==> config.mk <==
export PLATFORM = sky130hd
export DESIGN_NAME = syn_forward_controller
export DESIGN_NICKNAME = d
export VERILOG_FILES = /design/src/rtl/syn_forward_controller_pkg.sv /design/src/rtl/syn_sat_counter.sv /design/src/rtl/syn_forward_controller.sv
export SDC_FILE = /design/constraint.sdc
export NUM_CORES = 1
export LEC_CHECK = 0
export ABC_AREA = 1
export CELL_PAD_IN_SITES_DETAIL_PLACEMENT = 1
export CELL_PAD_IN_SITES_GLOBAL_PLACEMENT = 1
export CORE_MARGIN = 4
export CORE_UTILIZATION = 33
export CTS_CLUSTER_DIAMETER = 80
export CTS_CLUSTER_SIZE = 14
export DETAILED_ROUTE_END_ITERATION = 7
export GPL_TIMING_DRIVEN = 0
export PLACE_DENSITY_LB_ADDON = 0.3
export RECOVER_POWER = 25
export SLEW_MARGIN = 20
export SYNTH_ARGS = -nofsm -noshare
export SYNTH_HDL_FRONTEND = slang
export SYNTH_SLANG_ARGS = --single-unit
==> constraint.sdc <==
create_clock -name clk -period 2.1 [get_ports clk]
set_clock_uncertainty 0.1 [all_clocks]
set_input_delay 0.21 -clock clk [delete_from_list [all_inputs] [get_ports clk]]
set_output_delay 0.21 -clock clk [all_outputs]
set_load 0.05 [all_outputs]
==> run_1/io_fan.png <==
(3 px per um)
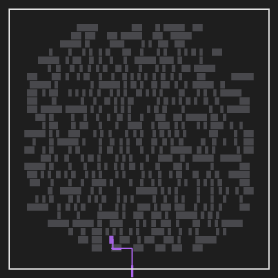
ex_collision_b -> purple  # bits 1, direction input, edge south, end cells 1, buffers 1, wire 19.4 um
I/O Buffers: 46
I/O Pins: 47

==> run_1/placement.png <==
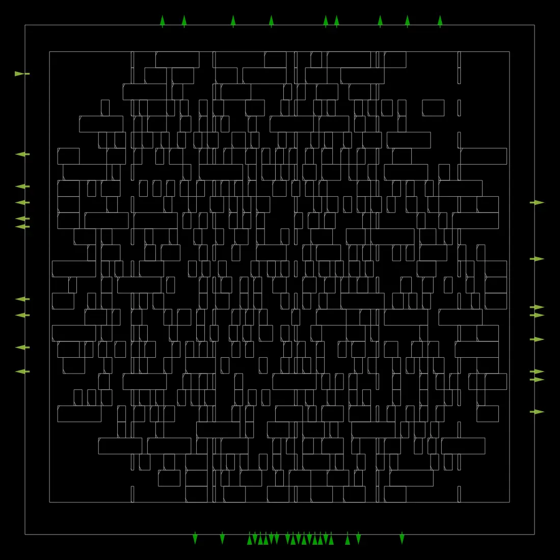
flop count: 33
Row Count: 28
Core ar.: 5921 um2
well-tap cell count: 75

==> run_1/sizes.png <==
(6 px per um)
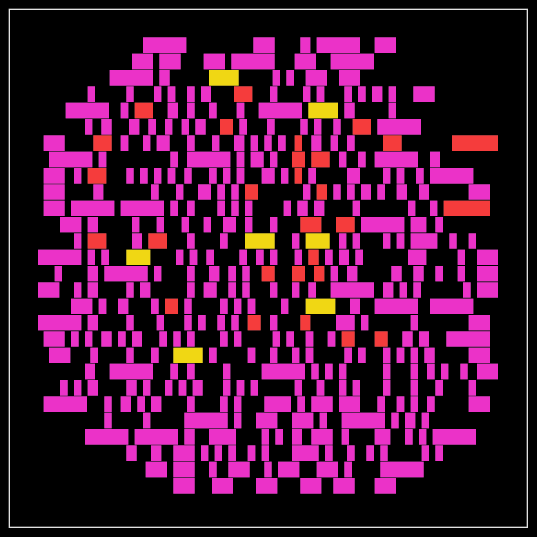
_6 and larger -> yellow  # cells 7, share 1.8%, most used clkbuf_8
_0 and _1 cells -> magenta  # cells 361, share 91%, most used nand2_1
_2 cells -> red  # cells 28, share 7.1%, most used a21oi_2
bufs w/o clock: 56
fin worst setup slack: 0.08545 ns
P&R area growth vs syn: 32.50%
Non-Filler Cell Area, Final: 2668 um2

==> run_1/io_placement.png <==
(6 px per um) Pins as bars across the die edge, other pins in gray.
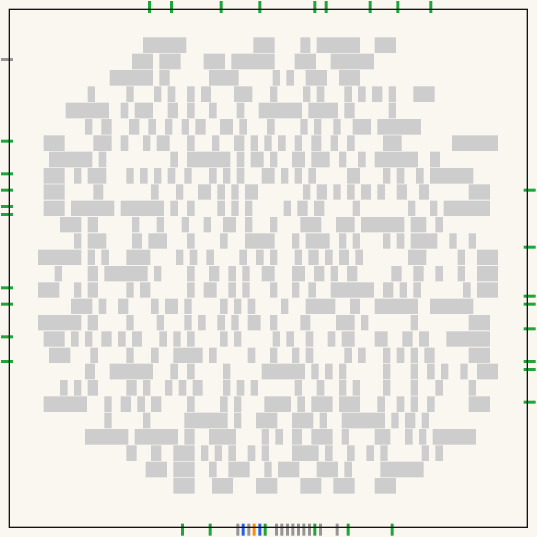
stall_cnt -> green  # pins 32, direction output, edge 9 west, 9 north, 8 east, 6 south
ex_collision_b -> orange  # pins 1, direction input, edge south
fwd_b -> blue  # pins 2, direction output, edge south
Die Wd: 86.11 um
Die Height: 86.11 um

==> impl_metrics.toml <==
# flow metrics
[final_layout]
mostFrequentLayoutCell = "nand2_1"
fill_cells = 826
bufAreaShareNonClock_pct = 19.70
dominant_cells = "combinational gates"
clkCellAreaFrac_pct = 3.002
seq_area_share_pct = 24.86
layout-drive-gt1-share_pct = 8.838
inv_count = 25
instances_no_fill = 471
final_core_util_pct = 45.05
logic_area_um2 = 1211
comb_share_pct = 45.40
final_nets = 406
lay_top_cells = "102 x nand2_1, 92 x nor2_1, 43 x clkdlybuf4s50_1, 31 x dfxtp_1, 30 x nand3_1"
clkbuf_count = 8
largest_register_ffs = 32
antenna_cells = 0
comb.multi_input.count = 274
seqCellArea_um2 = 663.1

[worst_setup_path]
r2r_cells = 10
critical_path_class = "input port to primary output"
arrival_ns = 1.70
end_kind = "primary output"
crit_family = "buffers and inverters"
path_buffers = 2
cpPeakStageDelay_ns = 0.82
worst-path-stages = 4
path_cells = "clkdlybuf4s50_1 > nand2_1 > nor2_1 > clkdlybuf4s50_1"
cp-start-kind = "input port"
reg2reg_setup_slack_ns = 0.14
crit_slowest_cell = "clkdlybuf4s50_1"
required_ns = 1.79
cp_common_cell = "clkdlybuf4s50_1"
cp_max_fo = 2

[timing]
final.setup.tns_ns = 0
timing.fmax_ghz = 0.4964
setup_viol = 0
min_period_ns = 2.015
drv_slew = 0
maxSlewHeadroom_pct = 64.15
holdWs_ns = 0.4118
finalCritPeriodShare_pct = 95.93
worst_pin_slew_ns = 0.5378
finalHoldViolCount = 0

[synthesis]
synthCells = 342
fp_nets = 353
yosys.area_share.aoi_pct = 8.701
ys.flop_type = "dfxtp_1"
seq_area_frac_synth_pct = 32.82
mux_share_pct = 0
edf_count = 0
logic_family = "simple AND/OR/NAND/NOR gates"
avgSynthCellArea_um2 = 5.886
yosysChipArea_um2 = 2013
async_reset_ff_share_pct = 0
ys_sh_simple_pct = 49.47
ys_warn_count = 0
ys_ff = 33
synth_area_um2 = 2013
synth-xor-area-share_pct = 0.8701
ys_cells = 342
ys_types = 23
fa_ha_area_share_pct = 0.6215

[cts]
cts_root_buf = "clkbuf_8"
clkLatencyLatePin_ns = 0.29
numCtsBuffers = 5
post_cts_buffers = 0
cts_max_path_buffers = 2
cts_max_level = 2
cts_resized = 0
clock_sinks = 33
ctsHoldBuffers = 0
cts_tree = "done"
clk_pin_slew_worst_paths_ns = 0.07

[detailed_routing]
wl_per_cell_um = 14.61
drtAntennaViolNets = 0
wl_met3_um = 228
wl_um = 6883
met1_length_um = 3293
routed.top_layer = "met4"
vias = 2364
route.met2.wl_um = 3294
drc = 0
drtPass1Iterations = 4
drt_iter0_drc = 99
vias_per_cell = 5.019

[pwr]
power.density_nw_per_um2 = 450.7
ir_drop_v = 0.0001959
finalPower_uw = 1202
cellLeakagePower_uw = 0.001004

[placed_design]
place_inst = 463
place_area_um2 = 2570
post-dp-hpwl_um = 5321
routabilityCongestion = 0.9195
pre_cts_ws_ns = 0.01676

[grt]
overflow = 0
grt_max_degree = 11
grt_pass1_vias = 2367
grt.busiest_layer = "met2"
grt_pass1_wl_um = 11450
track_usage_pct = 19.60
grt_use_met2_pct = 32.38
grt_use_met1_pct = 26.05
antenna_found_initial = 0
grt_use_met3_pct = 3.842

[run_status]
status = "finished clean"

[run]
openroad.warnings = 26
cap_violations = 0

[worst_hold_path]
hold_class = "flip-flop to flip-flop"
hold_depth = 2

[floorplanning]
fp_util_pct = 34.00
dieArea_um2 = 7414
-- run 1: synth_stat cells, drive strengths merged (2+ instances only) --
| library cell | instances | area (um2) |
|---|---|---|
| a21oi | 25 | 162.6 |
| buf | 6 | 42.54 |
| clkbuf | 4 | 15.01 |
| dfxtp | 33 | 660.6 |
| inv | 25 | 93.84 |
| nand2 | 103 | 389.1 |
| nand3 | 31 | 160.1 |
| nand4 | 6 | 37.54 |
| nor2 | 100 | 385.4 |
| nor3 | 2 | 10.01 |
-- run 1: power by group --
part / internal, uW / switching (uW) / leakage, uW
registers: 629 / 3.86 / 0.000267
clock network: 236 / 235 / 0.0000395
logic: 38.8 / 60.0 / 0.000698
total: 903 / 299 / 0.00100
Power figures rest on the tool's default switching activity, not on a simulated workload.
